Design multdiv_ctrl, sky130hd; sources not shown.
**Run 1: ports around the boundary**

The bar under the picture is 10 um long. Pins as bars across the die edge, other pins in gray.
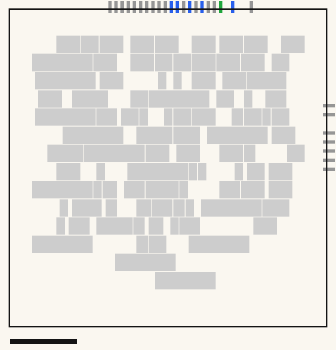
[blue] dx_alu_op | pins: 5 | direction: input | edge: top
[green] dx_valid | pins: 1 | direction: input | edge: top
all pins by edge: 21 top, 7 right
Die Wd: 47.3 um
number of port buffers: 27
die height: 47.3 um

**Run 1: layout detail**

The bar under the picture is 5 um long. Region (14, 23) to (34, 43) um. Cells in gray, sequential cells in the stronger gray; small squares are vias.
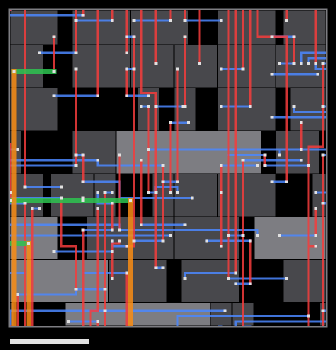
[green] M3
[red] M2
[blue] M1
[orange] M4
cells with their middle in the window: 34
most frequent: clkdlybuf4s50_1 (14), buf_4 (5)
sequential cells in the window: 3

**Run 1: wire density map**

9 x 9 tiles, from white (low) to dark blue (high), scaled to the fullest tile. Values are wire area over tile area, all layers added.
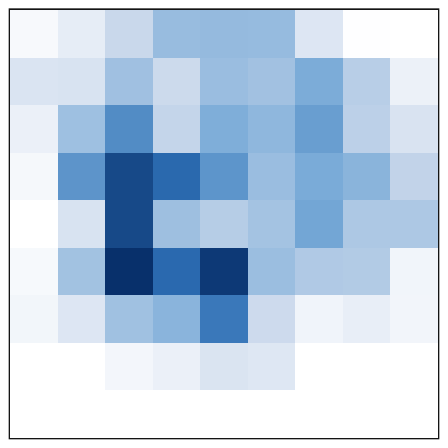
mean over tiles: 0.12
emptiest ninth of the die: bottom right
fullest tile: 0.42
densest ninth of the die: middle
nearly empty tiles: 21%
GRT Total Usage: 15.9%
WL final: 1610 um
Via Count: 603

==> flow_summary_export.csv, run 1 <==
group,metric,value,unit
status,status,"finished clean",
timing,period_used_share,95.6,%
synthesis,ff_type,"dfrtp_1",
floorplanning,rows,14,
setup_path,rrSetupSlack,0.53,ns
floorplanning,nWellTaps,16,
synthesis,syn_area,699,um2
timing,min_period,2.06,ns
min_path,hp-class,"in2async",
setup_path,cp_slowest_cell,"clkdlybuf4s50_1",
setup_path,crit_buf_inv,2,
placed_design,hpwl,1280,um
pwr,power,0.707,mW
floorplanning,design.die.area,2240,um2
detailed_routing,topRoutingLayerUsed,"met4",
clock_tree,cts_buffers,3,
finish,comb_share,31.5,%
detailed_routing,ant_nets,0,
synthesis,ys_warn_count,6,
synthesis,ys_seq_share,50.1,%
setup_path,cp-end-kind,"output port",
detailed_routing,dr_wl_met2,843,um
finish,seq_share,33.9,%
timing,slew_headroom,78.3,%
detailed_routing,dr.pass1.iters,5,
synthesis,synthAdderAreaFrac,1.79,%
## run 1: per-stage QoR
step                instances  cell area (um2)
finish                    111             1030
detailed placement        106              978
global placement          106              978
CTS                       110             1010
global route              111             1030
floorplan                  63              699
## run 1: where the power goes
part / internal (mW) / switching (mW) / leakage, nW
logic: 0.0898 / 0.0721 / 0.299
registers: 0.306 / 0.0433 / 0.173
clock network: 0.103 / 0.0923 / 0.0210
total: 0.499 / 0.208 / 0.494
## run 1: cell usage after synthesis, drive strengths merged (2+ instances only)
| library cell | n | area share, % |
|---|---|---|
| mux2 | 6 | 12 |
| dfrtp | 14 | 50 |
| nand4 | 2 | 1.8 |
| nand2 | 3 | 1.6 |
| nand3 | 4 | 2.9 |
| nor2 | 10 | 5.4 |
| buf | 3 | 3.4 |
| xor2 | 3 | 3.8 |
| inv | 3 | 1.6 |
==> run 2: changes to the inputs <==
ABC_CLOCK_PERIOD_IN_PS = unset   (was 2150)
**Run 2: ports around the boundary**

The bar under the picture is 10 um long. Pins as bars across the die edge, other pins in gray.
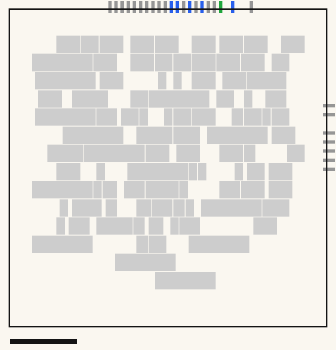
[green] dx_valid | pins: 1 | direction: input | edge: top
[blue] dx_alu_op | pins: 5 | direction: input | edge: top
all pins by edge: 21 top, 7 right

==> flow_summary_export.csv, run 2 <==
group,metric,value,unit
status,status,"finished clean",
synthesis,synthAdderAreaFrac,1.79,%
synthesis,top_cell,"dfrtp_1",
detailed_routing,dr_wl_met2,843,um
setup_path,cp.arrival,1.63,ns
synthesis,ys_seq_share,50.1,%
placed_design,port_buffers,27,
finish,nClkBuffers,4,
finish,fin_area,1030,um2
synthesis,common_cells,"14 x dfrtp_1, 10 x nor2_1, 4 x mux2_4, 4 x nand3_1",
synthesis,syn_area,699,um2
finish,seq_share,33.9,%
synthesis,ff_type,"dfrtp_1",
synthesis,async_flop_share,100,%
floorplanning,die_height,47.3,um
finish,final.fill_count,124,
floorplanning,rows,14,
synthesis,top_area_share,50.1,%
detailed_routing,num_vias,603,
placed_design,dpl_cell_area,978,um2
detailed_routing,topRoutingLayerUsed,"met4",
placed_design,hpwl,1280,um
setup_path,cp-end-kind,"output port",
clock_tree,cts_buffers,3,
floorplanning,die_x,47.3,um
synthesis,yosys.area.top_type,"dfrtp_1",
timing,period_used_share,95.6,%
detailed_routing,drt_wl_total,1610,um
detailed_routing,ant_nets,0,
setup_path,cp_slowest_cell,"clkdlybuf4s50_1",
synthesis,fp_nets,81,
grt,grt.total_usage,15.9,%
clock_tree,clock_latency,0.29,ns
min_path,hp-class,"in2async",
timing,slew_headroom,78.3,%
floorplanning,nWellTaps,16,
floorplanning,design.die.area,2240,um2
detailed_routing,dr.pass1.iters,5,
setup_path,rrSetupSlack,0.53,ns
setup_path,crit_buf_inv,2,
detailed_routing,met3_wirelength,72,um
**Run 2: gate families picked out**

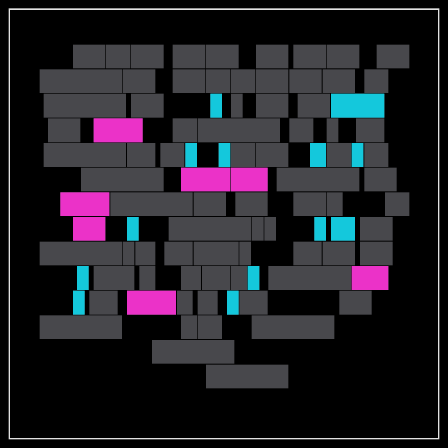
[magenta] mux cells | cells: 7
[cyan] nor cells | cells: 13
Final Instance Count excl. Fillers: 111
combinational fraction of the cell area: 31.5%
most frequent logic cell in the layout: clkdlybuf4s50_1

-- run 2: cell counts after synthesis --
Identical to the previous run, type by type.
-- run 2: through the flow --
stage	total power, mW	instances	utilization (%)	setup slack (ns)
global placement	0.504	106	62.8	0.104
finish	0.707	111	66.3	0.0937
detailed placement	0.514	106	62.8	0.0495
CTS	0.711	110	65.1	0.0315
global route	0.749	111	66.3	0.0164
floorplan	0.436	63	-	0.285
-- run 2: timing repair --
action                                  CTS  global route
buffers inserted                          0             1
endpoints found under the setup margin    0             4
resized                                   0             2
hold buffers                              0             0
-- run 2: where the power goes --
part           switching (mW)  internal [mW]
Clock                  0.0923          0.103
Sequential             0.0433          0.306
Combinational          0.0721         0.0898
Total                   0.208          0.499
No activity file was given, so power comes from the tool's default toggle rates.
